**Sequential cells grouped by signal name**

Drawn at 6 px/um. Other sequential cells in the stronger grey, the rest of the logic in the fainter grey.
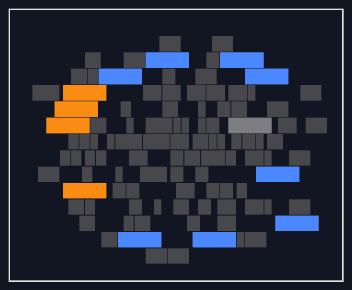
**Drive-strength map**

Drawn at 4 px/um.
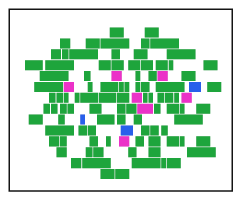
**Wiring heat map**

Drawn at 6 px/um. The die is cut into 11 by 9 equal tiles; dark purple is low, yellow is high, scaled to the fullest tile. Values are wire area over tile area, all layers added.
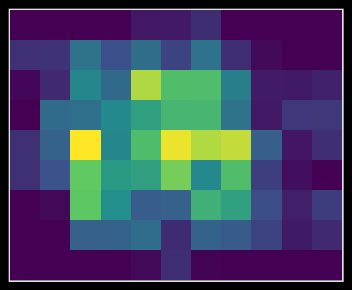
==> src/rtl/bit_rev_deser_pkg.sv <==
// Shared types for the bit-reversing deserializer and its companion serializer.
package bit_rev_deser_pkg;

  typedef enum logic {
    RECV = 1'b0,
    HOLD = 1'b1
  } deser_state_e;

  // Counter width able to hold the values 0..n
  function automatic int unsigned cnt_width(input int unsigned n);
    return $clog2(n) + 1;
  endfunction

endpackage

==> src/rtl/bit_rev_deser_bit_counter.sv <==
// Accepted-bit counter: counts up on en, clear wins over en; last flags index nbits-1.
module bit_counter
  import bit_rev_deser_pkg::*;
#(
  parameter int unsigned nbits = 8,
  localparam int unsigned CW = cnt_width(nbits)
) (
  input  logic          clk,
  input  logic          reset,
  input  logic          en,
  input  logic          clear,
  output logic [CW-1:0] count,
  output logic          last
);

  logic [CW-1:0] count_q;
  logic [CW-1:0] count_d;

  always_comb begin
    count_d = count_q;
    if (clear) begin
      count_d = '0;
    end else if (en) begin
      count_d = count_q + 1'b1;
    end
  end

  always_ff @(posedge clk) begin
    if (reset) begin
      count_q <= '0;
    end else begin
      count_q <= count_d;
    end
  end

  assign count = count_q;
  assign last  = (count_q == CW'(nbits - 1));

endmodule

==> src/rtl/bit_rev_deser.sv <==
// Serial-to-parallel converter: the k-th accepted bit lands in out[k], so an
// MSB-first stream appears bit-reversed on out.
module bit_rev_deser
  import bit_rev_deser_pkg::*;
#(
  parameter int unsigned nbits = 8
) (
  input  logic             clk,
  input  logic             reset,
  input  logic             in_val,
  output logic             in_rdy,
  input  logic             in_,
  output logic             out_val,
  input  logic             out_rdy,
  output logic [nbits-1:0] out
);

  localparam int unsigned CW = cnt_width(nbits);

  deser_state_e     state_q;
  deser_state_e     state_d;
  logic [nbits-1:0] data_q;
  logic [nbits-1:0] data_d;
  logic [CW-1:0]    cnt;
  logic             cnt_last;
  logic             bit_xfer;
  logic             cnt_clear;

  assign bit_xfer  = in_val && in_rdy;
  // The counter is 0 throughout HOLD, so last can only fire in RECV
  assign cnt_clear = bit_xfer && cnt_last;

  bit_counter #(
    .nbits(nbits)
  ) u_bit_counter (
    .clk  (clk),
    .reset(reset),
    .en   (bit_xfer),
    .clear(cnt_clear),
    .count(cnt),
    .last (cnt_last)
  );

  always_comb begin
    state_d = state_q;
    in_rdy  = 1'b1;
    out_val = 1'b0;
    case (state_q)
      RECV: begin
        if (cnt_clear) begin
          state_d = HOLD;
        end
      end
      HOLD: begin
        out_val = 1'b1;
        in_rdy  = out_rdy;
        // A word transfer always releases HOLD; any concurrent bit starts the next word
        if (out_rdy) begin
          state_d = RECV;
        end
      end
      default: state_d = RECV;
    endcase
  end

  always_comb begin
    data_d = data_q;
    if (bit_xfer) begin
      for (int unsigned i = 0; i < nbits; i++) begin
        if (CW'(i) == cnt) begin
          data_d[i] = in_;
        end else if (cnt == '0) begin
          data_d[i] = 1'b0;
        end
      end
    end
  end

  always_ff @(posedge clk) begin
    if (reset) begin
      state_q <= RECV;
      data_q  <= '0;
    end else begin
      state_q <= state_d;
      data_q  <= data_d;
    end
  end

  assign out = data_q;

endmodule

==> config.mk <==
export PLATFORM = sky130hd
export DESIGN_NAME = bit_rev_deser
export DESIGN_NICKNAME = d
export VERILOG_FILES = /design/src/rtl/bit_rev_deser_pkg.sv /design/src/rtl/bit_rev_deser_bit_counter.sv /design/src/rtl/bit_rev_deser.sv
export SDC_FILE = /design/constraint.sdc
export NUM_CORES = 1
export LEC_CHECK = 0
export CAP_MARGIN = 25
export CORE_ASPECT_RATIO = 0.8
export CORE_MARGIN = 2
export CORE_UTILIZATION = 35
export CTS_CLUSTER_SIZE = 20
export DETAILED_ROUTE_END_ITERATION = 12
export MAX_ROUTING_LAYER = met4
export PLACE_DENSITY = 0.62
export SLEW_MARGIN = 5
export SYNTH_ARGS = -nofsm -noshare
export SYNTH_HDL_FRONTEND = slang
export SYNTH_SLANG_ARGS = --single-unit
==> constraint.sdc <==
create_clock -name clk -period 1.73 [get_ports clk]
set_input_delay 0.173 -clock clk [delete_from_list [all_inputs] [get_ports clk]]
set_output_delay 0.173 -clock clk [all_outputs]
set_load 0.02 [all_outputs]
==> impl_metrics.py <==
# Flow results
metrics = {
    "routing": {
        "first_iter_violations": 17,
        "ant_nets": 0,
        "drc": 0,
    },
    "placement": {
        "placed_cell_area_sq_um": 901,
        "place_congestion": 0.809,
    },
    "job": {
        "tool_warnings": 29,
    },
    "floorplanning": {
        "chipArea_sq_um": 2490,
        "rows": 14,
        "fp_util_pct": 38.3,
    },
    "pwr": {
        "p_per_area_nw_per_um2": 629,
        "ir_drop_mv": 0.584,
    },
    "logic_synthesis": {
        "synthDistinctLibCells": 30,
        "top_area_share_pct": 35.3,
        "synth_cells": 87,
        "largest_area_cell": "dfxtp_1",
    },
    "sta": {
        "rsz0062_at_grt": "false",
        "fin_crit_sh_pct": 87.7,
        "setup_tns_ns": 0,
        "hold_violations": 0,
    },
    "grt": {
        "grt-ovfl-total": 0,
    },
    "setup_path": {
        "crit_slowest_cell": "dfxtp_1",
        "critPathMaxFanout": 5,
        "worst_path_dominant_cell_family": "flip-flops",
    },
    "layout": {
        "fin_cells": 127,
    },
    "clock_network": {
        "root_buffer": "clkbuf_4",
    },
    "outcome": {
        "outcome": "finished clean",
    },
}
Back to the opening pictures, 'sequential cells grouped by signal name':
| netlist name | colour | sequential cells |
|---|---|---|
| `u_bit_counter.count` | orange | 4 |
| `out` | blue | 8 |
not coloured: 1
flop share of the area: 28.0%
sequential cell area: 260 sq um
Seq. pwr: 0.312 mW
final core utilization: 48.2%

Back to the opening pictures, 'drive-strength map':
| size | colour | cells | share |
|---|---|---|---|
| _0 and _1 cells | green | 93 | 90% |
| _2 cells | blue | 3 | 2.9% |
| _3 and _4 cells | magenta | 7 | 6.8% |
area delta synth->final: 25.9%
final instance area: 930 sq um

Back to the opening pictures, 'wiring heat map':
densest ninth of the die: middle
tiles over half the peak: 19%
nearly empty tiles: 25%
DR WL/cell: 13.0 um
Routed WL: 1650 um
routed via count: 697
GR Util All Layers: 15.6%

## cell usage after synthesis (all sizes together)
library cell  number
nand3              3
and3               2
nor4               1
a31o               1
nor3               2
nand2              3
o31ai              3
inv               11
nor2               1
nand4              3
nand2b             5
ha                 4
o32ai              3
a2111oi            2
o21ai              2
a21oi              7
nand4b             2
and2b              1
or4                3
and2               2
buf                4
dfxtp             13
nor2b              3
or3                1
clkbuf             1
o41ai              4
## routing by layer
metal  part of all wire [%]  track usage [%]
met1                     49             20.1
met2                     45             23.6
met3                    6.1             5.73
met4                   0.18             3.90
met5                      0                -
## power breakdown
group	leakage (nW)	internal [mW]	total [mW]	switching, mW
Sequential	0.105	0.305	0.312	0.00699
Clock	0.0150	0.0893	0.188	0.0983
Combinational	0.201	0.0377	0.0847	0.0470
Total	0.321	0.432	0.585	0.152
## worst min-delay path, delay by kind of cell, from the launching register on
family          cells  cell delay (ns)
flops               1             0.31
compound gates      1             0.06
buf+inv             1             0.04
## flip-flops by register name (all words and copies together), names as in the netlist
| name | cells |
|---|---|
| out | 8 |
| state_q | 1 |
| u_bit_counter.count | 4 |
## area by class of cell
class                      count  area (sq um)
inverter                      11          41.3
clock buffer                   4          26.3
multi-input combinational     58           407
tap                           24          30.0
sequential                    13           260
timing repair buffer          17           165
fill                         196           997
## cells by family (layout without fill, tap and decap cells)
group                    count (synthesis)  count (layout)  synth area share, %
AND-OR/OR-AND                           22              22                 21.0
flip-flops                              13              13                 35.3
AND/OR/NAND/NOR                         32              32                 27.3
adder cells (fa/ha/maj)                  4               4                 6.78
buffers and inverters                   16              32                 9.66
## what timing repair did
action	CTS	global route
buffers inserted	0	0
gates resized	0	1
setup endpoints to repair	0	1
## worst paths after layout
kind	startpoint	to	slack [ns]	cells after the start
max	u_bit_counter.count[0]	out[5]	0.21	5
max reg2reg	u_bit_counter.count[0]	out[5]	0.21	5
min	out[6]	out[6]	0.46	2
min reg2reg	out[6]	out[6]	0.46	2
## placed cells by master (no fill, tap or decap), drive strengths merged
master,n
clkdlybuf4s50,13
dfxtp,13
inv,11
a21oi,7
nand2b,5
o41ai,4
ha,4
clkbuf,4
nand4,3
o32ai,3
o31ai,3
nand2,3
or4,3
nand3,3
buf,3
nor2b,3
nand4b,2
a2111oi,2
nor3,2
and2,2
o21ai,2
and3,2
and2b,1
nor2,1
nor4,1
a31o,1
or3,1
dlymetal6s2s,1
No activity file was given, so power comes from the tool's default toggle rates.
